### Clock network drawn from the DEF, run 1

(3 px per µm)
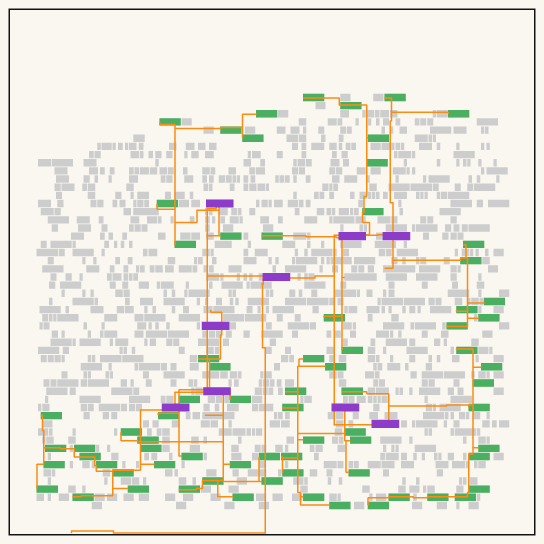
### Clock wiring as the flow saved it, run 1

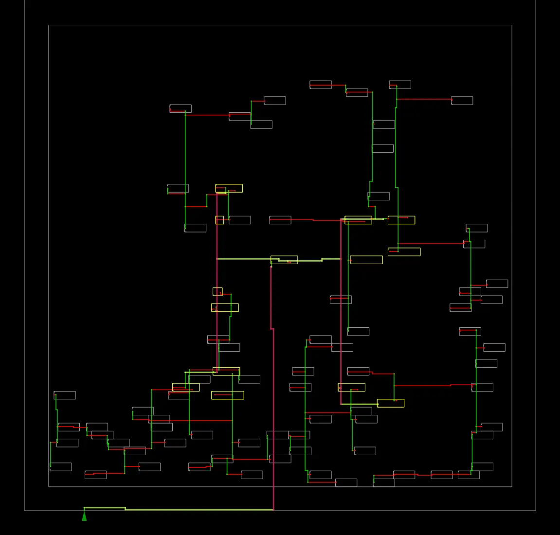
### Wires at chosen ports, followed through buffers, run 1

(2 px per µm)
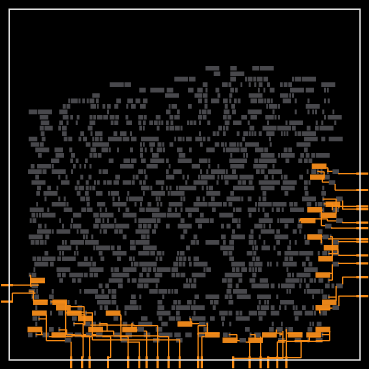
### The metal 2 layer, run 1

(3 px per µm)
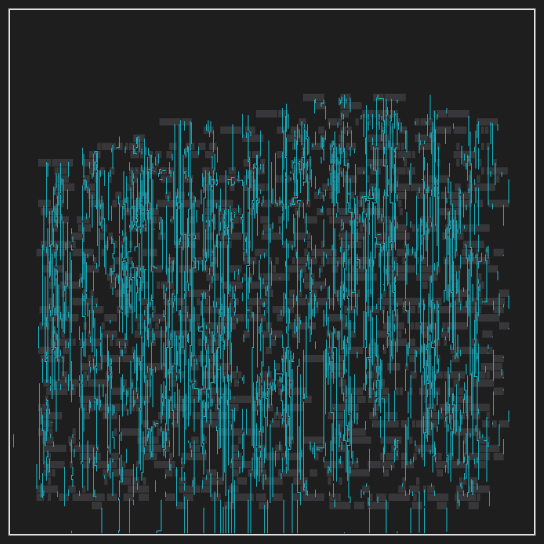
`src/rtl/factorial_unit.sv`:
```
// Iterative factorial accelerator: a two-state controller and a single
// combinational multiplier compute n! with one multiply per cycle. Results
// are reported through a busy/done handshake. Any product that no longer
// fits in DATA_W bits is flagged as an overflow.
module factorial_unit #(
    parameter int DATA_W = 32,
    parameter int IN_W   = 5
) (
    input  logic              clk,
    input  logic              rst,
    input  logic              go,
    input  logic [IN_W-1:0]   n,
    output logic              busy,
    output logic              done,
    output logic              err,
    output logic [DATA_W-1:0] result
);

    typedef enum logic {
        IDLE,
        MUL
    } state_t;

    state_t state;
    state_t state_next;

    logic [IN_W-1:0]        cnt;
    logic [IN_W-1:0]        cnt_next;
    logic [DATA_W-1:0]      prod;
    logic [DATA_W-1:0]      prod_next;
    logic [DATA_W-1:0]      result_next;
    logic                   busy_next;
    logic                   done_next;
    logic                   err_next;
    logic [DATA_W+IN_W-1:0] full_prod;
    logic                   last_step;
    logic                   overflow;

    // The product is kept at full width so that any carry past DATA_W is visible.
    assign full_prod = {{IN_W{1'b0}}, prod} * {{DATA_W{1'b0}}, cnt};
    assign overflow  = |full_prod[DATA_W+IN_W-1:DATA_W];
    assign last_step = (cnt <= IN_W'(1));

    // Next-state and next-output logic. Everything holds by default, and done is a one-cycle pulse.
    always_comb begin
        state_next  = state;
        cnt_next    = cnt;
        prod_next   = prod;
        result_next = result;
        busy_next   = busy;
        done_next   = 1'b0;
        err_next    = err;
        case (state)
            IDLE: begin
                if (go) begin
                    cnt_next   = n;
                    prod_next  = DATA_W'(1);
                    err_next   = 1'b0;
                    busy_next  = 1'b1;
                    state_next = MUL;
                end
            end
            MUL: begin
                if (last_step) begin
                    result_next = prod;
                    done_next   = 1'b1;
                    busy_next   = 1'b0;
                    state_next  = IDLE;
                end else if (overflow) begin
                    result_next = '1;
                    err_next    = 1'b1;
                    done_next   = 1'b1;
                    busy_next   = 1'b0;
                    state_next  = IDLE;
                end else begin
                    prod_next = full_prod[DATA_W-1:0];
                    cnt_next  = cnt - IN_W'(1);
                end
            end
            default: begin
                state_next = IDLE;
            end
        endcase
    end

    // State and datapath registers with synchronous reset. A reset aborts any running operation.
    always_ff @(posedge clk) begin
        if (rst) begin
            state  <= IDLE;
            cnt    <= '0;
            prod   <= '0;
            result <= '0;
            busy   <= 1'b0;
            done   <= 1'b0;
            err    <= 1'b0;
        end else begin
            state  <= state_next;
            cnt    <= cnt_next;
            prod   <= prod_next;
            result <= result_next;
            busy   <= busy_next;
            done   <= done_next;
            err    <= err_next;
        end
    end

endmodule

```
`config.mk`:
```
export PLATFORM = sky130hd
export DESIGN_NAME = factorial_unit
export DESIGN_NICKNAME = d
export VERILOG_FILES = /design/src/rtl/factorial_unit.sv
export SDC_FILE = /design/constraint.sdc
export NUM_CORES = 1
export LEC_CHECK = 0
export CAP_MARGIN = 20
export CORE_MARGIN = 8
export CORE_UTILIZATION = 33
export CTS_BUF_LIST = sky130_fd_sc_hd__clkbuf_16
export CTS_CLUSTER_DIAMETER = 60
export CTS_CLUSTER_SIZE = 8
export DETAILED_ROUTE_END_ITERATION = 10
export PLACE_DENSITY_LB_ADDON = 0.1
export SETUP_SLACK_MARGIN = 0.15
export SYNTH_ARGS = -nofsm -noshare
export SYNTH_HDL_FRONTEND = slang
export SYNTH_SLANG_ARGS = --single-unit
```
`constraint.sdc`:
```
create_clock -name clk -period 7.6 [get_ports clk]
set_input_delay 1.14 -clock clk [delete_from_list [all_inputs] [get_ports clk]]
set_output_delay 1.14 -clock clk [all_outputs]
set_load 0.005 [all_outputs]
```
==> results.json, run 1 <==
{
  "worst_slew_pin_slew_ns": 0.815,
  "grt_pass1_wl_um": 41700,
  "outcome": "complete, no violations",
  "yosysMostFrequentCell": "inv_1",
  "netlist_instances": 1027,
  "inverters": 161,
  "post_dp_cell_area_um2": 9030,
  "clock-root-buffer": "clkbuf_16",
  "adder_share_pct": 28.8,
  "n_all_buffers": 61,
  "max_stage_delay_ns": 0.64,
  "comb_power_share_pct": 18.4,
  "crit_start": "cnt[3]",
  "routed-wl-met3_um": 574,
  "dpl.cell_count": 1356,
  "max_cap_viol_count": 0,
  "crit_chain": "buf_4 > and2_1 > fa_1 > fa_1 > inv_1 > fa_1 > inv_1 > ha_1 > a21oi_1 > nand2_1 > o211ai_1 > a21oi_1 > or3_1 > a2111oi_0 > or4b_1 > buf_4 > nor3_4 > a32o_1",
  "ctsHtreeMaxLevel": 3,
  "crit_top_cell": "fa_1",
  "edf_count": 0,
  "globalRoute.busiestLayer": "met2",
  "ys_cells": 1027,
  "die_h_um": 175
}
Back to the opening pictures, 'Clock network drawn from the DEF':
flip-flops -> green  # count 73
clock wires -> orange  # length 1450 µm
cells driving clock nets -> purple  # count 9
flops lie = widely spread
routed clock nets = 10

Back to the opening pictures, 'Clock wiring as the flow saved it':
total CTS buffers: 9
flip-flops: 73

Back to the opening pictures, 'Wires at chosen ports, followed through buffers':
result -> orange  # bits 32, direction output, edge 18 south, 12 east, 2 west, end cells 32, buffers 32, wire 1020 µm

Back to the opening pictures, 'The metal 2 layer':
nets with wire on the layer = 987
main direction = vertical
share of all routed wire = 50%
longest straight run = 63.6 µm
wire length on this layer = 12400 µm
final wirelength: 24800 µm
met2 Use GR: 29.8%
Vias: 7033

### Placement by cell class, run 1

(2 px per µm) Fill, decap, tap and diode cells in gray.
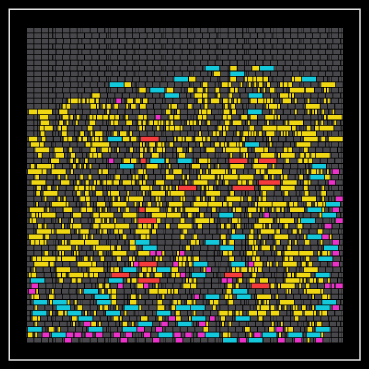

## Run 2: what changed since run 1
Settings changed: GPL_TIMING_DRIVEN from default to 0, TNS_END_PERCENT from default to 30.
### Placement by cell class, run 2

(2 px per µm) Fill, decap, tap and diode cells in gray.
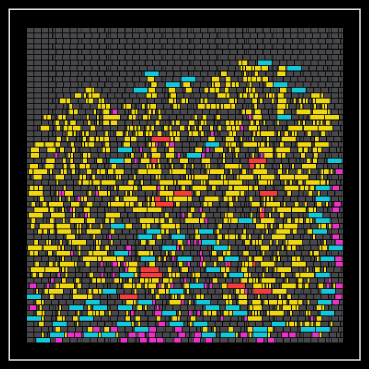
flip-flops -> cyan  # cells 73
other buffers and delay cells -> magenta  # cells 105
clock drivers and dummy loads -> red  # cells 16
all other logic -> yellow  # cells 892

==> run 2 against run 1 <==
  * Sequential cell count unchanged
  * Synthesized cell count unchanged
  * Power decreased by 3.1%
  * First-iteration DRC count increased by 17%
  * Register-to-register slack got worse by 0.57 ns
  * Die area unchanged
  * Synthesized area unchanged
  * Routed wire length increased by 8.5%
  * Critical path depth increased by 2
  * Combinational power increased by 13%
  * Largest power group unchanged
==> results.json, run 2 <==
{
  "synthDistinctLibCells": 66,
  "crit_chain": "clkbuf_1 > clkbuf_1 > and2_1 > fa_1 > fa_1 > inv_1 > fa_1 > inv_1 > ha_1 > a21oi_1 > nand2_1 > o211ai_1 > a21oi_1 > or3_1 > a2111oi_0 > or4b_1 > buf_4 > nor3_4 > buf_4 > a32o_1",
  "crit_start": "cnt[2]",
  "edf_count": 0,
  "boundaryPins": 43,
  "clock-root-buffer": "clkbuf_16",
  "slew_headroom_pct": 35.3,
  "n_all_buffers": 105,
  "adder_share_pct": 28.8,
  "post_dp_cell_area_um2": 9140,
  "dpl.cell_count": 1398,
  "p_leak_nw": 4.24,
  "finalHoldViolations": 0,
  "grt_pass1_wl_um": 43900,
  "cts_buffers": 9,
  "clock_sinks": 73,
  "max_cap_viol_count": 0,
  "yosysMostFrequentCell": "inv_1",
  "ctsHtreeMaxLevel": 3,
  "grt_max_degree": 14,
  "netlist_instances": 1027,
  "globalRoute.busiestLayer": "met2",
  "report.power.total_w": 0.00111,
  "timing.final.ws_setup_ns": 0.520,
  "cp.arrival_ns": 7.37,
  "seq_cells": 73,
  "ys_cells": 1027,
  "outcome": "complete, no violations",
  "drv_slew": 0,
  "logic_area_um2": 6000,
  "path_clk_slew_ns": 0.07,
  "flop_area_um2": 1460,
  "area_growth_pct": 13.7,
  "global_route.overflow_total": 0,
  "die_h_um": 175,
  "viasPerCell": 5.15,
  "worst_slew_pin_slew_ns": 0.962,
  "crit_top_cell": "fa_1",
  "mux_area_share_pct": 0.738,
  "syn_nets": 1172,
  "area_dominant_class": "multi-input combinational cells",
  "initialDrtViolationCount": 366,
  "ctsHoldBuffers": 0,
  "cts_resized": 0,
  "inverters": 161,
  "routed-wl-met3_um": 835,
  "max_stage_delay_ns": 0.67,
  "comb_power_share_pct": 21.4
}
### The metal 2 layer, run 2

(3 px per µm)
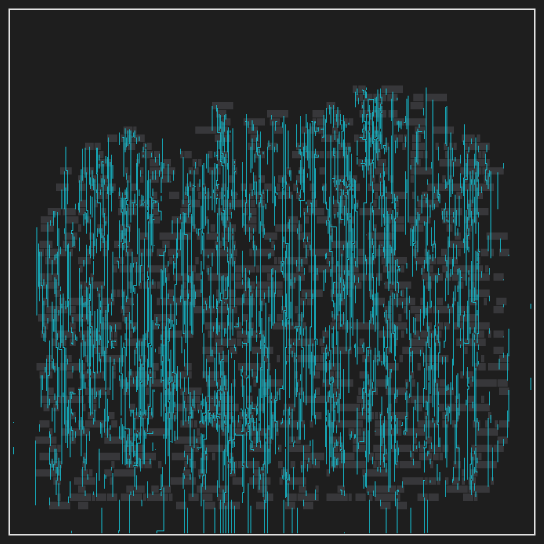
share of all routed wire = 48%
longest straight run = 61.9 µm
nets with wire on the layer = 1034
final wirelength: 26900 µm
met2 Use GR: 30.0%
Vias: 7294

No activity file was given, so power comes from the tool's default toggle rates.
